### src/rtl/alarm_route_pkg.sv
// alarm_route_pkg: shared constants for the 1x4 alarm router (channel count, select codes, counter width, slot states)
package alarm_route_pkg;
  localparam int NUM_CH = 4;
  localparam int CNT_W = 8;
  localparam logic [1:0] CH0 = 2'b00;
  localparam logic [1:0] CH1 = 2'b01;
  localparam logic [1:0] CH2 = 2'b10;
  localparam logic [1:0] CH3 = 2'b11;
  localparam logic EMPTY = 1'b0;
  localparam logic FULL = 1'b1;
  typedef logic [CNT_W-1:0] cnt_t;
  function automatic cnt_t sat_inc(input cnt_t c);
    return (c == '1) ? c : c + 1'b1;
  endfunction
endpackage

### src/rtl/alarm_route_slot.sv
// alarm_route_slot: one-entry buffer; ports clk, reset, load/load_data in, drain_ready in, valid/ready/data out, cnt out when ALARM_ROUTE_STATS_EN
module alarm_route_slot
  import alarm_route_pkg::*;
#(
  parameter int N = 6
) (
  input  logic         clk,
  input  logic         reset,
  input  logic         load,
  input  logic [N-1:0] load_data,
  input  logic         drain_ready,
  output logic         valid,
  output logic         ready,
  output logic [N-1:0] data
`ifdef ALARM_ROUTE_STATS_EN
  ,
  output logic [CNT_W-1:0] cnt
`endif
);
  logic state;
  logic drain;
  assign valid = state == FULL;
  assign drain = valid && drain_ready;
  assign ready = !valid || drain_ready;
  always_ff @(posedge clk) begin
    if (reset) begin
      state <= EMPTY;
      data <= '0;
    end else begin
      state <= load ? FULL : drain ? EMPTY : state;
      if (load) data <= load_data;
    end
  end
`ifdef ALARM_ROUTE_STATS_EN
  always_ff @(posedge clk) begin
    if (reset) cnt <= '0;
    else if (drain) cnt <= sat_inc(cnt);
  end
`endif
endmodule

### src/rtl/alarm_route_1x4.sv
// alarm_route_1x4: routes one alarm stream to four one-entry channels by in_sel; ports clk, reset, in_valid/in_ready/in_data/in_sel, out_valid[3:0], out_ready[3:0], out_data0..3, cnt0..3 when ALARM_ROUTE_STATS_EN
module alarm_route_1x4
  import alarm_route_pkg::*;
#(
  parameter int N = 6
) (
  input  logic         clk,
  input  logic         reset,
  input  logic         in_valid,
  output logic         in_ready,
  input  logic [N-1:0] in_data,
  input  logic [1:0]   in_sel,
  output logic [3:0]   out_valid,
  input  logic [3:0]   out_ready,
  output logic [N-1:0] out_data0,
  output logic [N-1:0] out_data1,
  output logic [N-1:0] out_data2,
  output logic [N-1:0] out_data3
`ifdef ALARM_ROUTE_STATS_EN
  ,
  output logic [CNT_W-1:0] cnt0,
  output logic [CNT_W-1:0] cnt1,
  output logic [CNT_W-1:0] cnt2,
  output logic [CNT_W-1:0] cnt3
`endif
);
  logic [NUM_CH-1:0] slot_ready;
  logic [N-1:0] slot_data [NUM_CH];
`ifdef ALARM_ROUTE_STATS_EN
  cnt_t slot_cnt [NUM_CH];
`endif
  assign in_ready = slot_ready[in_sel];
  for (genvar i = 0; i < NUM_CH; i++) begin : g_slot
    alarm_route_slot #(.N(N)) u_slot (
      .clk        (clk),
      .reset      (reset),
      .load       (in_valid && in_ready && in_sel == 2'(i)),
      .load_data  (in_data),
      .drain_ready(out_ready[i]),
      .valid      (out_valid[i]),
      .ready      (slot_ready[i]),
      .data       (slot_data[i])
`ifdef ALARM_ROUTE_STATS_EN
      ,
      .cnt        (slot_cnt[i])
`endif
    );
  end
  assign out_data0 = slot_data[CH0];
  assign out_data1 = slot_data[CH1];
  assign out_data2 = slot_data[CH2];
  assign out_data3 = slot_data[CH3];
`ifdef ALARM_ROUTE_STATS_EN
  assign cnt0 = slot_cnt[CH0];
  assign cnt1 = slot_cnt[CH1];
  assign cnt2 = slot_cnt[CH2];
  assign cnt3 = slot_cnt[CH3];
`endif
endmodule

### config.mk
export PLATFORM = sky130hd
export DESIGN_NAME = alarm_route_1x4
export DESIGN_NICKNAME = d
export VERILOG_FILES = /design/src/rtl/alarm_route_pkg.sv /design/src/rtl/alarm_route_slot.sv /design/src/rtl/alarm_route_1x4.sv
export SDC_FILE = /design/constraint.sdc
export NUM_CORES = 1
export LEC_CHECK = 0
export CAP_MARGIN = 20
export CORE_ASPECT_RATIO = 0.6
export CORE_MARGIN = 4
export CORE_UTILIZATION = 41
export CTS_CLUSTER_DIAMETER = 40
export CTS_CLUSTER_SIZE = 28
export DETAILED_ROUTE_END_ITERATION = 6
export GPL_TIMING_DRIVEN = 1
export PLACE_DENSITY_LB_ADDON = 0.2
export SLEW_MARGIN = 15
export SYNTH_ARGS = -nofsm -noshare
export SYNTH_HDL_FRONTEND = slang
export SYNTH_HIERARCHICAL = 1
export SYNTH_SLANG_ARGS = --single-unit
### constraint.sdc
create_clock -name clk -period 1.2 [get_ports clk]
set_input_delay 0.24 -clock clk [delete_from_list [all_inputs] [get_ports clk]]
set_output_delay 0.24 -clock clk [all_outputs]
set_load 0.01 [all_outputs]
Fig. 1: cell classes on the final placement
Fill, decap, tap and diode cells in gray.
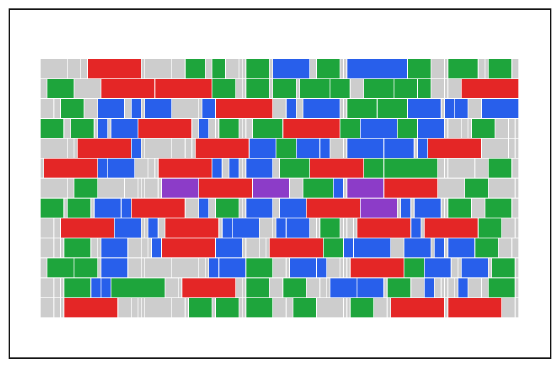
sequential cells -> red  # cells 28, share of their area 34%
remaining buffers and delay cells -> green  # cells 60, share of their area 33%
clock drivers and dummy loads -> purple  # cells 4, share of their area 3.3%
remaining logic cells -> blue  # cells 65, share of their area 30%
Core Footprint: 2310 um^2
fin area: 1718 um^2
Seq area share: 32.92%
num rows: 13
fin util: 74.38%

==> results.py <==
# Metrics from the implementation run
metrics = {
    "clock_network": {
        "h-tree-depth": 1,
        "path_clk_slew_ns": 0.09,
        "cts_root_buf": "clkbuf_8",
        "clock.latency.late_pin_ns": 0.27,
        "cts_buffer_depth": 2,
        "cts_buffers": 3,
        "tritoncts": "yes",
        "cts_hold_buf": 0,
        "cts_sinks": 28,
        "post_cts_buffers": 6,
        "cts-resized-gates": 63,
    },
    "layout": {
        "largest_reg_flops": 24,
        "drive_gt1_share_pct": 26.75,
        "layout_top_cells": "30 x dlygate4sd2_1, 24 x mux2i_1, 24 x nor2_1, 24 x dfxtp_1, 10 x buf_4",
        "largest_register": "g_slot.u_slot/data",
        "clk_share_pct": 3.205,
        "stdcell_count": 187,
        "combGateArea_um2": 486.7,
        "n_all_buffers": 60,
        "layout_top_cell": "dlygate4sd2_1",
        "n_all_inverters": 4,
        "syn2layout_area_growth_pct": 61.53,
        "final_nets": 173,
        "diodes": 0,
        "n_fill_cell": 177,
        "dominant_cells": "sequential cells",
        "layout.area.seq_um2": 565.5,
        "comb_share_pct": 28.33,
        "flop-count": 28,
        "clockBufferCount": 4,
        "buffer_area_share_pct": 32.48,
        "num-multi-input-gates": 61,
    },
    "setup_path": {
        "crit_path_start_kind": "flop",
        "path_cells": "nand2b_4 -> mux4_2 -> buf_6",
        "r2r_slack_ns": -0.16,
        "critPathKind": "flop to primary output",
        "crit_buf_inv": 1,
        "path_delay_family": "multiplexers",
        "slowest_stage": "mux4_2",
        "r2r_cells": 7,
        "cp.required_ns": 0.96,
        "rr_endpoint": "g_slot[3].u_slot/data[4]",
        "crit_path_start": "g_slot[3].u_slot/valid",
        "arrival_ns": 1.30,
        "cp-endpoint": "in_ready",
        "cp.depth": 3,
        "rr_startpoint": "g_slot[3].u_slot/valid",
        "slowest_delay_ns": 0.47,
        "critPathMaxFanout": 2,
        "end_kind": "primary output",
    },
    "placement": {
        "placedCellCount": 175,
        "placed_area_um2": 1579,
        "gp_congestion": 0.7517,
        "dp_hpwl_um": 1920,
        "place_ws_ns": -0.8002,
        "port_buffers": 43,
    },
    "synth": {
        "async_reset_ff_share_pct": 0,
        "synth_top_area_share_pct": 52.71,
        "ys_seq_share_pct": 52.71,
        "syn_avg_cell_area_um2": 10.96,
        "synth_nets": 112,
        "common_cells": "28 x dfxtp_1, 24 x mux2i_1, 24 x nor2_1",
        "ys.flops": 28,
        "ys.flop_type": "dfxtp_1",
        "synth_warnings": 6,
        "topCellsByArea": "dfxtp_1 53%, mux2i_1 23%, nor2_1 8.5%, buf_6 4.2%, nand2b_1 2.4%",
        "ys_cells": 97,
        "synth_area_um2": 1064,
        "synth_area_leader_cell": "dfxtp_1",
        "yosys_area_um2": 1064,
        "yosysMostFrequentCell": "dfxtp_1",
        "yosysUniqueCellTypes": 11,
        "edf_count": 0,
        "syn_inst": 97,
    },
    "worst_hold_path": {
        "min_to": "g_slot[0].u_slot/valid",
        "holdCritStartpoint": "out_ready[0]",
        "min_path_cells": 3,
        "hold_path.class": "input port to flop",
    },
    "final_timing": {
        "final_max_slew_viol_count": 0,
        "finalSetupTns_ns": -1.287,
        "slew_headroom_pct": 89.20,
        "tightest_slew_ns": 0.1575,
        "whs_ns": 0.3652,
        "skew_ns": 0.007084,
        "hold_viol": 0,
        "worst_slack_ns": -0.3426,
        "finalClockPeriodUsage_pct": 128.6,
        "setup_viol": 14,
        "grt_setup_unrepaired": "true",
        "min_period_ns": 1.543,
        "fmax_mhz": 648.2,
    },
    "floorplanning": {
        "dieArea_um2": 3499,
        "fp_util_pct": 46.05,
        "taps": 30,
        "pin_count": 44,
        "die_w_um": 73.75,
        "fp.dieH_um": 47.45,
    },
    "global_routing": {
        "antenna_found_initial": 0,
        "grt_pass1_vias": 862,
        "grt-ovfl-total": 0,
        "grt_max_degree": 29,
        "track_usage_pct": 15.53,
        "grt_pass1_wl_um": 3995,
    },
    "run_status": {
        "violations": "setup timing",
        "status": "finished, violations left",
    },
    "job": {
        "warnings": 28,
        "drv_cap": 0,
    },
    "routing": {
        "via_per_inst": 4.674,
        "drt_iter0_drc": 31,
        "firstDrtPassIters": 4,
        "antenna_left": 0,
        "drcViolationCount": 0,
    },
    "power": {
        "power_density_nw_per_um2": 1059,
        "vdd_drop_max_mv": 0.8450,
        "power_uw": 1819,
        "power.leakage_uw": 0.0007915,
    },
}
Fig. 2: wiring heat map
The die is cut into 15 by 9 equal tiles; dark blue is low, red is high, scaled to the fullest tile. Values are wire area over tile area, all layers added.
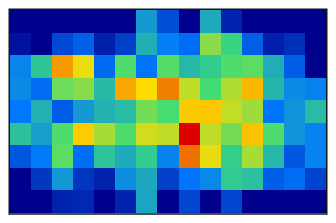
nearly empty tiles = 18%
tiles over half the peak = 27%
mean over tiles = 0.12
densest ninth of the die = center
final wirelength: 2728 um
Via Count: 874
Avg WL per Cell: 14.59 um

## power breakdown
group | leakage [uW] | internal, uW | switching (uW) | total [uW]
combinational | 0.000533 | 152 | 115 | 267
clock | 0.0000288 | 294 | 278 | 571
sequential | 0.000229 | 962 | 18.8 | 981
## cell families (layout without fill, tap and decap cells)
family          count (synthesis)  in the layout  share of synthesized area, %
buf+inv                         8             68                         5.646
compound gates                  4              4                         1.882
mux                            25             25                         24.71
flops                          28             28                         52.71
simple gates                   32             32                         15.06
## metal layers
metal / share of wire (%) / wire length [um] / vias to the layer above / global-route usage [%]
li1: - / - / 447 / -
met1: 45 / 1218 / 400 / 19.82
met2: 49 / 1325 / 25 / 26.41
met3: 6.4 / 174 / 2 / 4.612
met4: 0.29 / 8 / 0 / 3.971
met5: 0 / 0 / - / 0
Power figures rest on the tool's default switching activity, not on a simulated workload.
